### Cells coloured by class

Drawn at 6 px/µm. Fill, decap, tap and diode cells in grey.
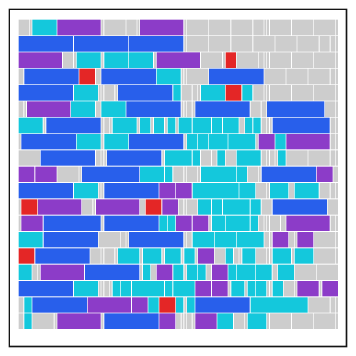
### Congestion heat map

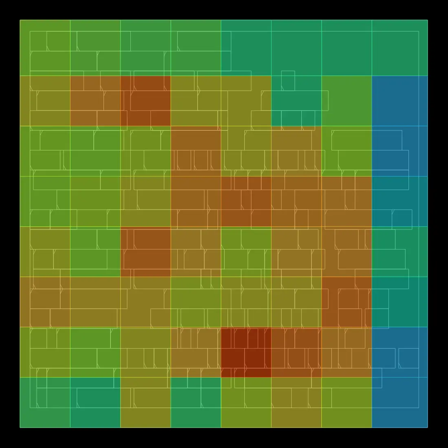
### Drive-strength map

Drawn at 6 px/µm.
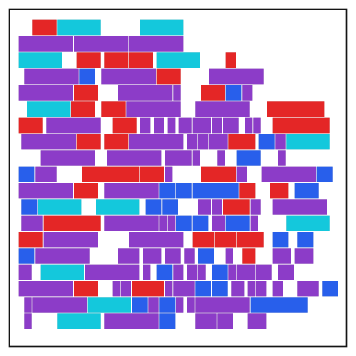
### Logic cells by family

Drawn at 6 px/µm.
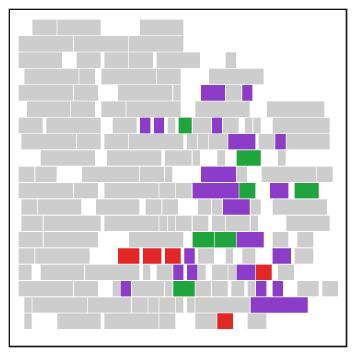
### Metal 3

Drawn at 8 px/µm.
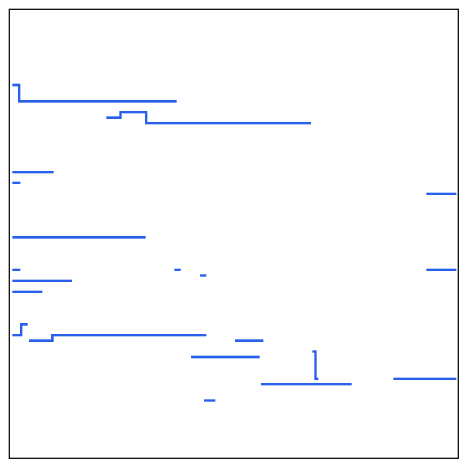
## src/rtl/uart_rx_frame.sv

```systemverilog
// uart_rx_frame: UART receive framing stage.
// Detects the start bit on the synchronized line, samples each bit at
// mid-bit using the oversample tick, checks the stop bit and presents the
// received word on a valid/ready handshake. Framing errors and overruns are
// reported as one-cycle pulses.
// Optional feature: define UART_RX_PARITY_EN to add an even-parity bit
// between the data bits and the stop bit, plus the parity_err output.
module uart_rx_frame #(
  parameter int DATA_BITS  = 8,
  parameter int OVERSAMPLE = 16
) (
  input  logic                 clk,
  input  logic                 rst,
  input  logic                 tick,
  input  logic                 rx,
  output logic [DATA_BITS-1:0] data,
  output logic                 valid,
  input  logic                 ready,
  output logic                 busy,
  output logic                 frame_err,
  output logic                 overrun
`ifdef UART_RX_PARITY_EN
  ,
  output logic                 parity_err
`endif
);

  localparam int TW = $clog2(OVERSAMPLE);
  localparam int BW = $clog2(DATA_BITS + 1);

  localparam logic [TW-1:0] T_HALF = TW'(OVERSAMPLE / 2 - 1);
  localparam logic [TW-1:0] T_LAST = TW'(OVERSAMPLE - 1);
  localparam logic [BW-1:0] B_LAST = BW'(DATA_BITS - 1);

  typedef enum logic [2:0] {
    S_IDLE,
    S_START,
    S_DATA,
    S_PARITY,
    S_STOP
  } state_t;

`ifdef UART_RX_PARITY_EN
  localparam state_t S_AFTER_DATA = S_PARITY;
`else
  localparam state_t S_AFTER_DATA = S_STOP;
`endif

  logic                 rx_p0;
  logic                 rx_p1;
  logic                 rx_s;

  state_t               state_q;
  state_t               state_d;
  logic [TW-1:0]        tcnt_q;
  logic [TW-1:0]        tcnt_d;
  logic [BW-1:0]        bcnt_q;
  logic [BW-1:0]        bcnt_d;
  logic [DATA_BITS-1:0] shift_q;
  logic [DATA_BITS-1:0] shift_d;
  logic                 stop_hit;
  logic                 load;
  logic                 take;

`ifdef UART_RX_PARITY_EN
  logic                 par_q;
  logic                 par_d;
  logic                 par_ok;
`endif

  assign rx_s = rx_p1;
  assign busy = (state_q != S_IDLE);
  assign take = valid & ready;

  // Two-flop synchronizer for the asynchronous serial line, idle high.
  always_ff @(posedge clk or negedge rst) begin
    if (!rst) begin
      rx_p0 <= 1'b1;
      rx_p1 <= 1'b1;
    end else begin
      rx_p0 <= rx;
      rx_p1 <= rx_p0;
    end
  end

  // FSM state, tick/bit counters and the receive shift register.
  always_ff @(posedge clk or negedge rst) begin
    if (!rst) begin
      state_q <= S_IDLE;
      tcnt_q  <= '0;
      bcnt_q  <= '0;
      shift_q <= '0;
`ifdef UART_RX_PARITY_EN
      par_q   <= 1'b0;
`endif
    end else begin
      state_q <= state_d;
      tcnt_q  <= tcnt_d;
      bcnt_q  <= bcnt_d;
      shift_q <= shift_d;
`ifdef UART_RX_PARITY_EN
      par_q   <= par_d;
`endif
    end
  end

  // Next-state logic: counters advance only on tick; stop_hit marks the
  // tick on which the stop bit is sampled.
  always_comb begin
    state_d  = state_q;
    tcnt_d   = tcnt_q;
    bcnt_d   = bcnt_q;
    shift_d  = shift_q;
    stop_hit = 1'b0;
`ifdef UART_RX_PARITY_EN
    par_d    = par_q;
`endif
    case (state_q)
      S_IDLE: begin
        if (!rx_s) begin
          tcnt_d  = '0;
          state_d = S_START;
        end
      end
      S_START: begin
        if (tick) begin
          if (tcnt_q == T_HALF) begin
            if (rx_s) begin
              state_d = S_IDLE;
            end else begin
              tcnt_d  = '0;
              bcnt_d  = '0;
              state_d = S_DATA;
            end
          end else begin
            tcnt_d = tcnt_q + 1'b1;
          end
        end
      end
      S_DATA: begin
        if (tick) begin
          if (tcnt_q == T_LAST) begin
            shift_d = {rx_s, shift_q[DATA_BITS-1:1]};
            tcnt_d  = '0;
            bcnt_d  = bcnt_q + 1'b1;
            if (bcnt_q == B_LAST) begin
              state_d = S_AFTER_DATA;
            end
          end else begin
            tcnt_d = tcnt_q + 1'b1;
          end
        end
      end
`ifdef UART_RX_PARITY_EN
      S_PARITY: begin
        if (tick) begin
          if (tcnt_q == T_LAST) begin
            par_d   = rx_s;
            tcnt_d  = '0;
            state_d = S_STOP;
          end else begin
            tcnt_d = tcnt_q + 1'b1;
          end
        end
      end
`endif
      S_STOP: begin
        if (tick) begin
          if (tcnt_q == T_LAST) begin
            stop_hit = 1'b1;
            tcnt_d   = '0;
            state_d  = S_IDLE;
          end else begin
            tcnt_d = tcnt_q + 1'b1;
          end
        end
      end
      default: begin
        state_d = S_IDLE;
      end
    endcase
  end

`ifdef UART_RX_PARITY_EN
  // Even parity: data bits XOR parity bit must be zero.
  assign par_ok = ~(^{shift_q, par_q});
  assign load   = stop_hit & rx_s & par_ok;
`else
  assign load   = stop_hit & rx_s;
`endif

  // Output register: word delivery, handshake and error pulses.
  always_ff @(posedge clk or negedge rst) begin
    if (!rst) begin
      data      <= '0;
      valid     <= 1'b0;
      frame_err <= 1'b0;
      overrun   <= 1'b0;
`ifdef UART_RX_PARITY_EN
      parity_err <= 1'b0;
`endif
    end else begin
      frame_err <= stop_hit & ~rx_s;
      overrun   <= load & valid & ~ready;
`ifdef UART_RX_PARITY_EN
      parity_err <= stop_hit & rx_s & ~par_ok;
`endif
      if (load) begin
        data  <= shift_q;
        valid <= 1'b1;
      end else if (take) begin
        valid <= 1'b0;
      end
    end
  end

endmodule
```

## config.mk

```make
export PLATFORM = sky130hd
export DESIGN_NAME = uart_rx_frame
export DESIGN_NICKNAME = d
export VERILOG_FILES = /design/src/rtl/uart_rx_frame.sv
export SDC_FILE = /design/constraint.sdc
export NUM_CORES = 1
export LEC_CHECK = 0
export CORE_UTILIZATION = 52
export CTS_BUF_LIST = sky130_fd_sc_hd__clkbuf_4
export CTS_CLUSTER_DIAMETER = 100
export DETAILED_ROUTE_END_ITERATION = 10
export PLACE_DENSITY = 0.78
export SYNTH_ARGS = -nofsm -noshare
export SYNTH_HDL_FRONTEND = slang
export SYNTH_SLANG_ARGS = --single-unit
```

## constraint.sdc

```tcl
create_clock -name clk -period 1.82 [get_ports clk]
set_input_delay 0.364 -clock clk [delete_from_list [all_inputs] [get_ports clk]]
set_output_delay 0.364 -clock clk [all_outputs]
set_load 0.1 [all_outputs]
```

==> out/metrics.cfg <==
[run_status]
outcome=completed

[route]
first_pass_iters=4
num_vias=1115
drtAntennaViolNets=0

[logic_synthesis]
yosys_cells=127
syn_nets=134
ys_chip_area_um2=1510
ys_ff=32
synthFlopType=dfrtp_1
syn_area_um2=1510
synth-edff-count=0
top_area_cell=dfrtp_1
synthCells=127
top_area_share_pct=49.6
ys_types=41

[critical_path]
arrival_ns=2.03
worstPathCellList=ha_2 -> and3b_2 -> a2bb2oi_4 -> o211ai_4 -> or4_4 -> a21oi_2
cp-end-kind=register
cp_max_fo=5
crit_path_max_incr_delay_ns=0.42
required_ns=2.08
reg2reg_depth=6

[layout]
drive_gt1_share_pct=44.5
logic_area_um2=703
final_area_um2=2020
layout_top_cell=dfrtp_1
fin_util_pct=73.4
area_growth_pct=33.7
nFillCells=186
n_antenna_cell=0

[global_route]
overflow=0
grt_pass1_vias=1081
grt_max_degree=33
antenna_found_initial=0

[power_and_ir_drop]
comb_power_share_pct=22.1
p_sw_mw=0.482
powerDensity_nw_per_um2=811
clkPwrFrac_pct=23.9
seqPwrFrac_pct=54.1
power.switching_fraction_pct=29.3

[clocking]
h-tree-depth=2
clock_latency_ns=0.34
cts_buffer_depth=2
cts.clk_slew.worst_paths_ns=0.11
cts_tree=built
cts_buffers=5

[final_timing]
fin_setup_tns_ns=0
period_needed_ns=1.76
fmax_ghz=0.567
finalSetupViolCount=0
fin_ws_ns=0.0556

[floorplan]
fp_util_pct=54.9
rows=19
fp.dieArea_um2=3130
die_h_um=56.0

[place]
gp_congestion=0.817
hpwl_um=2010

[min_path]
worstHoldPathType=reg -> reg
hold_depth=0

Notes on 'Cells coloured by class' above:
- clock drivers and dummy loads: red (cells 7; share of their area 2.5%)
- remaining buffers and delay cells: purple (cells 34; share of their area 21%)
- combinational and other logic: cyan (cells 91; share of their area 36%)
- sequential cells: blue (cells 32; share of their area 41%)

Notes on 'Congestion heat map' above:
GR Util met3: 7.91%
Total GRT Usage: 20.9%
M1 GR Usage: 26.2%
routed len/inst: 14.9 µm

Notes on 'Drive-strength map' above:
- _0 and _1 cells: purple (cells 91; most used dfrtp_1)
- _2 cells: red (cells 32; most used mux2_2)
- _6 and larger: cyan (cells 12; most used buf_12)
- _3 and _4 cells: blue (cells 29; most used buf_4)

Notes on 'Logic cells by family' above:
- non-inverting ao/oa cells: red (cells 5; most used o21a_1; where bottom middle)
- aoi and oai cells: purple (cells 21; most used o21ai_0)
- and/or cells: green (cells 7)

Notes on 'Metal 3' above:
- share of all routed wire: 5.2%
- main direction: horizontal
- wire length on this layer: 151 µm
- nets with wire on the layer: 15

-- stage by stage --
stage                     instances  power, mW  hold WS [ns]
after floorplan                 127       1.09        0.0684
after global placement          186       1.20         0.347
after detailed placement        186       1.23         0.351
after CTS                       194       1.64         0.364
after global routing            195       1.73         0.372
final                           195       1.64         0.362
-- timing repair --
action,CTS,global route
pin swaps,0,6
setup endpoints to repair,2,9
setup buffers,1,1
resized,2,10
endpoints found under the hold margin,0,0
-- synthesized netlist by cell type (all sizes together) (2+ instances only) --
| master | n |
|---|---|
| o21a | 2 |
| xnor2 | 2 |
| nand2 | 12 |
| inv | 3 |
| dfstp | 2 |
| nand4 | 3 |
| mux2 | 16 |
| o21ai | 10 |
| nand3 | 5 |
| o211ai | 2 |
| buf | 3 |
| xor2 | 2 |
| ha | 2 |
| dfrtp | 30 |
| nor2 | 9 |
| a21oi | 2 |
-- path summary, 6_finish.rpt --
| check | startpoint | endpoint | slack (ns) |
|---|---|---|---|
| min in group asynchronous | rst | frame_err | 0.40 |
| hold reg to reg | rx_p0 | rx_p1 | 0.36 |
| hold / removal | rx_p0 | rx_p1 | 0.36 |
| max in group asynchronous | rst | rx_p1 | 1.07 |
| setup reg to reg | tcnt_q[1] | state_q[2] | 0.06 |
| setup / recovery | tcnt_q[1] | state_q[2] | 0.06 |
-- final cells by class --
| class | instances | area share [%] |
|---|---|---|
| timing repair buffer | 34 | 20.5 |
| tap | 31 | 1.92 |
| sequential | 32 | 39.8 |
| multi-input combinational | 88 | 34.7 |
| clock buffer | 6 | 2.22 |
| clock inverter | 1 | 0.247 |
| inverter | 3 | 0.556 |
-- flip-flops by register name, indices dropped and copies added (netlist names), 3 cells and up --
signal / cells
bcnt_q: 4
state_q: 3
data: 8
tcnt_q: 4
shift_q: 8
-- power by group through the flow --
stage,registers (mW),logic (mW),clock network (mW)
finish,0.888,0.363,0.392
floorplan,0.889,0.203,0
detailed placement,0.901,0.329,0
global route,0.899,0.402,0.433
global placement,0.895,0.309,0
CTS,0.884,0.351,0.404
-- worst max-delay path: cells and delay by family (launching register included) --
family	cells	cell delay, ns
adder cells (fa/ha/maj)	1	0.21
AND-OR/OR-AND	3	0.43
AND/OR/NAND/NOR	2	0.67
flip-flops	1	0.37
-- metal layers --
layer  up-vias  GRT usage (%)  part of all wire [%]
met4         0           8.36                   1.9
li1        540              -                     -
met1       545           26.2                    45
met5         -              0                     0
met3         6           7.91                   5.2
met2        24           33.0                    48
-- kinds of logic (layout without fill, tap and decap cells) --
family / count (synthesis) / in the layout / share of synthesized area (%)
DFF: 32 / 32 / 53.1
xor gates and xnor gates: 4 / 4 / 2.31
buffers and inverters: 7 / 44 / 2.81
muxes: 16 / 16 / 11.9
adders and majority gates: 2 / 2 / 1.65
and+or+nand+nor: 40 / 40 / 14.0
AOI/OAI and AO/OA: 26 / 26 / 14.3
No activity file was given, so power comes from the tool's default toggle rates.
